layers.png
(2 px per µm)
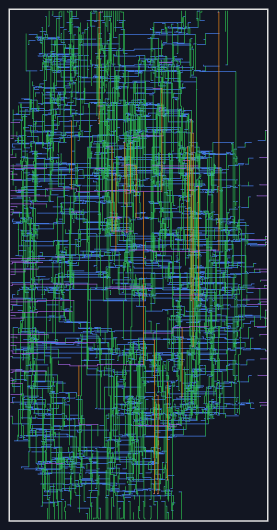
clock_wires.png
(1.5 px per µm)
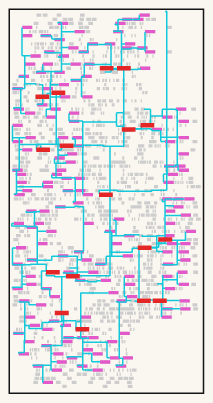
==> src/rtl/mult_pkg.sv <==
// rtl/mult_pkg.sv - shared types and sizing for the sequential Booth multiplier
package mult_pkg;

  typedef enum logic [1:0] {
    IDLE = 2'd0,
    RUN  = 2'd1,
    DONE = 2'd2
  } state_t;

  localparam int MULT_WIDTH = 32;
  localparam int MULT_STEPS = 32;

endpackage

==> src/rtl/booth_step.sv <==
// rtl/booth_step.sv - one radix-2 Booth iteration: add/sub M, then arithmetic shift {A,Q,Q_1}
module booth_step #(
  parameter int WIDTH = 32
) (
  input  logic [WIDTH:0]   i_a,
  input  logic [WIDTH-1:0] i_q,
  input  logic             i_q_1,
  input  logic [WIDTH:0]   i_m,
  output logic [WIDTH:0]   o_a,
  output logic [WIDTH-1:0] o_q,
  output logic             o_q_1
);

  logic [WIDTH:0] w_sum;

  always_comb begin
    w_sum = i_a;
    case ({i_q[0], i_q_1})
      2'b01:   w_sum = i_a + i_m;
      2'b10:   w_sum = i_a - i_m;
      default: w_sum = i_a;
    endcase
  end

  // The 33-bit A keeps its sign bit, so replicating it is a true arithmetic shift.
  assign o_a   = {w_sum[WIDTH], w_sum[WIDTH:1]};
  assign o_q   = {w_sum[0], i_q[WIDTH-1:1]};
  assign o_q_1 = i_q[0];

endmodule

==> src/rtl/booth_mult.sv <==
// rtl/booth_mult.sv - sequential signed multiplier, one Booth step per clock, product on hi/low
module booth_mult
  import mult_pkg::*;
#(
  parameter int WIDTH = MULT_WIDTH,
  parameter int STEPS = MULT_STEPS
) (
  input  logic             clk,
  input  logic             reset,
  input  logic             multInit,
  input  logic [WIDTH-1:0] value_A,
  input  logic [WIDTH-1:0] value_B,
  output logic             multBusy,
  output logic             multDone,
  output logic [WIDTH-1:0] hi,
  output logic [WIDTH-1:0] low
);

  localparam int CNT_W = $clog2(STEPS) + 1;

  state_t           r_state;
  logic [WIDTH:0]   r_a;
  logic [WIDTH:0]   r_m;
  logic [WIDTH-1:0] r_q;
  logic             r_q_1;
  logic [CNT_W-1:0] r_cnt;

  logic [WIDTH:0]   w_a_nxt;
  logic [WIDTH-1:0] w_q_nxt;
  logic             w_q_1_nxt;

  booth_step #(.WIDTH(WIDTH)) u_step (
    .i_a   (r_a),
    .i_q   (r_q),
    .i_q_1 (r_q_1),
    .i_m   (r_m),
    .o_a   (w_a_nxt),
    .o_q   (w_q_nxt),
    .o_q_1 (w_q_1_nxt)
  );

  always_ff @(posedge clk) begin
    if (reset) begin
      r_state  <= IDLE;
      r_a      <= '0;
      r_m      <= '0;
      r_q      <= '0;
      r_q_1    <= 1'b0;
      r_cnt    <= '0;
      multBusy <= 1'b0;
      multDone <= 1'b0;
      hi       <= '0;
      low      <= '0;
    end else begin
      case (r_state)
        IDLE: begin
          multDone <= 1'b0;
          if (multInit) begin
            r_m      <= {value_A[WIDTH-1], value_A};
            r_a      <= '0;
            r_q      <= value_B;
            r_q_1    <= 1'b0;
            r_cnt    <= '0;
            multBusy <= 1'b1;
            r_state  <= RUN;
          end
        end
        RUN: begin
          r_a   <= w_a_nxt;
          r_q   <= w_q_nxt;
          r_q_1 <= w_q_1_nxt;
          r_cnt <= r_cnt + 1'b1;
          if (r_cnt == CNT_W'(STEPS - 1)) begin
            r_state <= DONE;
          end
        end
        DONE: begin
          // Bit WIDTH of A is only sign guard; the product is {A[WIDTH-1:0], Q}.
          hi       <= r_a[WIDTH-1:0];
          low      <= r_q;
          multDone <= 1'b1;
          multBusy <= 1'b0;
          r_state  <= IDLE;
        end
        default: begin
          r_state <= IDLE;
        end
      endcase
    end
  end

endmodule

==> config.mk <==
export PLATFORM = sky130hd
export DESIGN_NAME = booth_mult
export DESIGN_NICKNAME = d
export VERILOG_FILES = /design/src/rtl/mult_pkg.sv /design/src/rtl/booth_step.sv /design/src/rtl/booth_mult.sv
export SDC_FILE = /design/constraint.sdc
export NUM_CORES = 1
export LEC_CHECK = 0
export CORE_ASPECT_RATIO = 2
export CORE_UTILIZATION = 30
export CTS_CLUSTER_SIZE = 10
export DETAILED_ROUTE_END_ITERATION = 8
export PLACE_DENSITY = 0.53
export SYNTH_ARGS = -nofsm -noshare
export SYNTH_HDL_FRONTEND = slang
export SYNTH_HIERARCHICAL = 1
export SYNTH_SLANG_ARGS = --single-unit
==> constraint.sdc <==
create_clock -name clk -period 5.45 [get_ports clk]
set_clock_uncertainty 0.15 [all_clocks]
set_input_delay 1.09 -clock clk [delete_from_list [all_inputs] [get_ports clk]]
set_output_delay 1.09 -clock clk [all_outputs]
set_load 0.02 [all_outputs]
==> impl_metrics.json <==
{
  "status": "finished clean",
  "final-clk-cell-share_pct": 5.33,
  "final_common_cell": "nand2_1",
  "syn_area_per_cell_um2": 7.50,
  "drc": 0,
  "dp.cells": 1726,
  "fmax_mhz": 198,
  "detail_route.wl_per_cell_um": 16.6,
  "postRouteAntennaNets": 0,
  "crit_chain": "or3_1 > or3_1 > or3_1 > nor4_4 > nand2_1 > nor2_1 > nor2_1 > xnor2_1 > ha_1 > a21oi_1 > inv_1 > nor2_2 > inv_1 > a2111oi_4 > nor2_2 > a2bb2oi_2 > mux4_2 > a2111oi_4 > a22oi_1 > nor2_1",
  "whs_endpoint": "hi[10]$_SDFFE_PP0P_",
  "finalWeightedCongestion": 0.864,
  "cp_num_buf_inv": 2,
  "crit_end": "r_a[32]$_SDFFE_PP0P_",
  "htreeDepth": 4,
  "area.growth.synth_to_final_pct": 19.9,
  "cts_tree": "built",
  "ys_seq_share_pct": 35.8,
  "cp.arrival_ns": 5.27,
  "track_usage_pct": 18.4,
  "dp.final_hpwl_mm": 20.7,
  "cp-start-kind": "register",
  "swShare_pct": 31.7,
  "final_area_mm2": 0.0115,
  "cp-end-kind": "register",
  "period_used_pct": 92.5,
  "grt_pass1_wl_mm": 46.1,
  "clk_latency_ns": 0.45,
  "row_count": 92,
  "ctsLongestPathBuffers": 2,
  "syn_inst": 1281,
  "cts_resized": 0,
  "crit_start": "r_m[9]$_SDFFE_PP0P_",
  "worst_path_dominant_cell_family": "simple AND/OR/NAND/NOR gates",
  "num-nonclk-inverters": 16,
  "slowest_delay_ns": 0.54,
  "crit_slowest_cell": "mux4_2",
  "async_flop_share_pct": 0,
  "synth_cell_types": 64,
  "clkPwrFrac_pct": 38.4,
  "comb_share_pct": 47.4,
  "crit_type": "register to register",
  "clock_buffers": 18,
  "final_util_pct": 36.5
}
Notes on layers.png above:
color	layer	wire length
green	M2	15900 µm
orange	M4	1090 µm
purple	M3	942 µm
blue	M1	11300 µm

Notes on clock_wires.png above:
[red] clock-net drivers | count: 17
[cyan] clock wires | length: 2650 µm
[magenta] flip-flops | count: 172
flops lie	widely spread

logic make-up (layout without fill, tap and decap cells):
kind of cell               after synthesis  in the layout  share of synthesized area (%)
DFF                                    172            172                           35.8
AOI/OAI and AO/OA                      325            325                           19.8
adders and majority gates               36             36                           4.77
xor gates and xnor gates                59             59                           5.38
and+or+nand+nor                        544            544                           25.3
muxes                                    8              8                           1.02
buffers and inverters                  137            192                           7.83
layer usage:
metal	global-route usage, %	routed length, µm
met1	19.4	11300
met2	34.5	15900
met3	3.22	941
met4	9.14	1090
met5	0	0
state kept, by name (all words and copies together), names as in the netlist:
signal,count
multDone,1
r_q,32
multBusy,1
r_a,33
r_q_1,1
r_m,32
r_cnt,6
r_state,2
hi,32
low,32
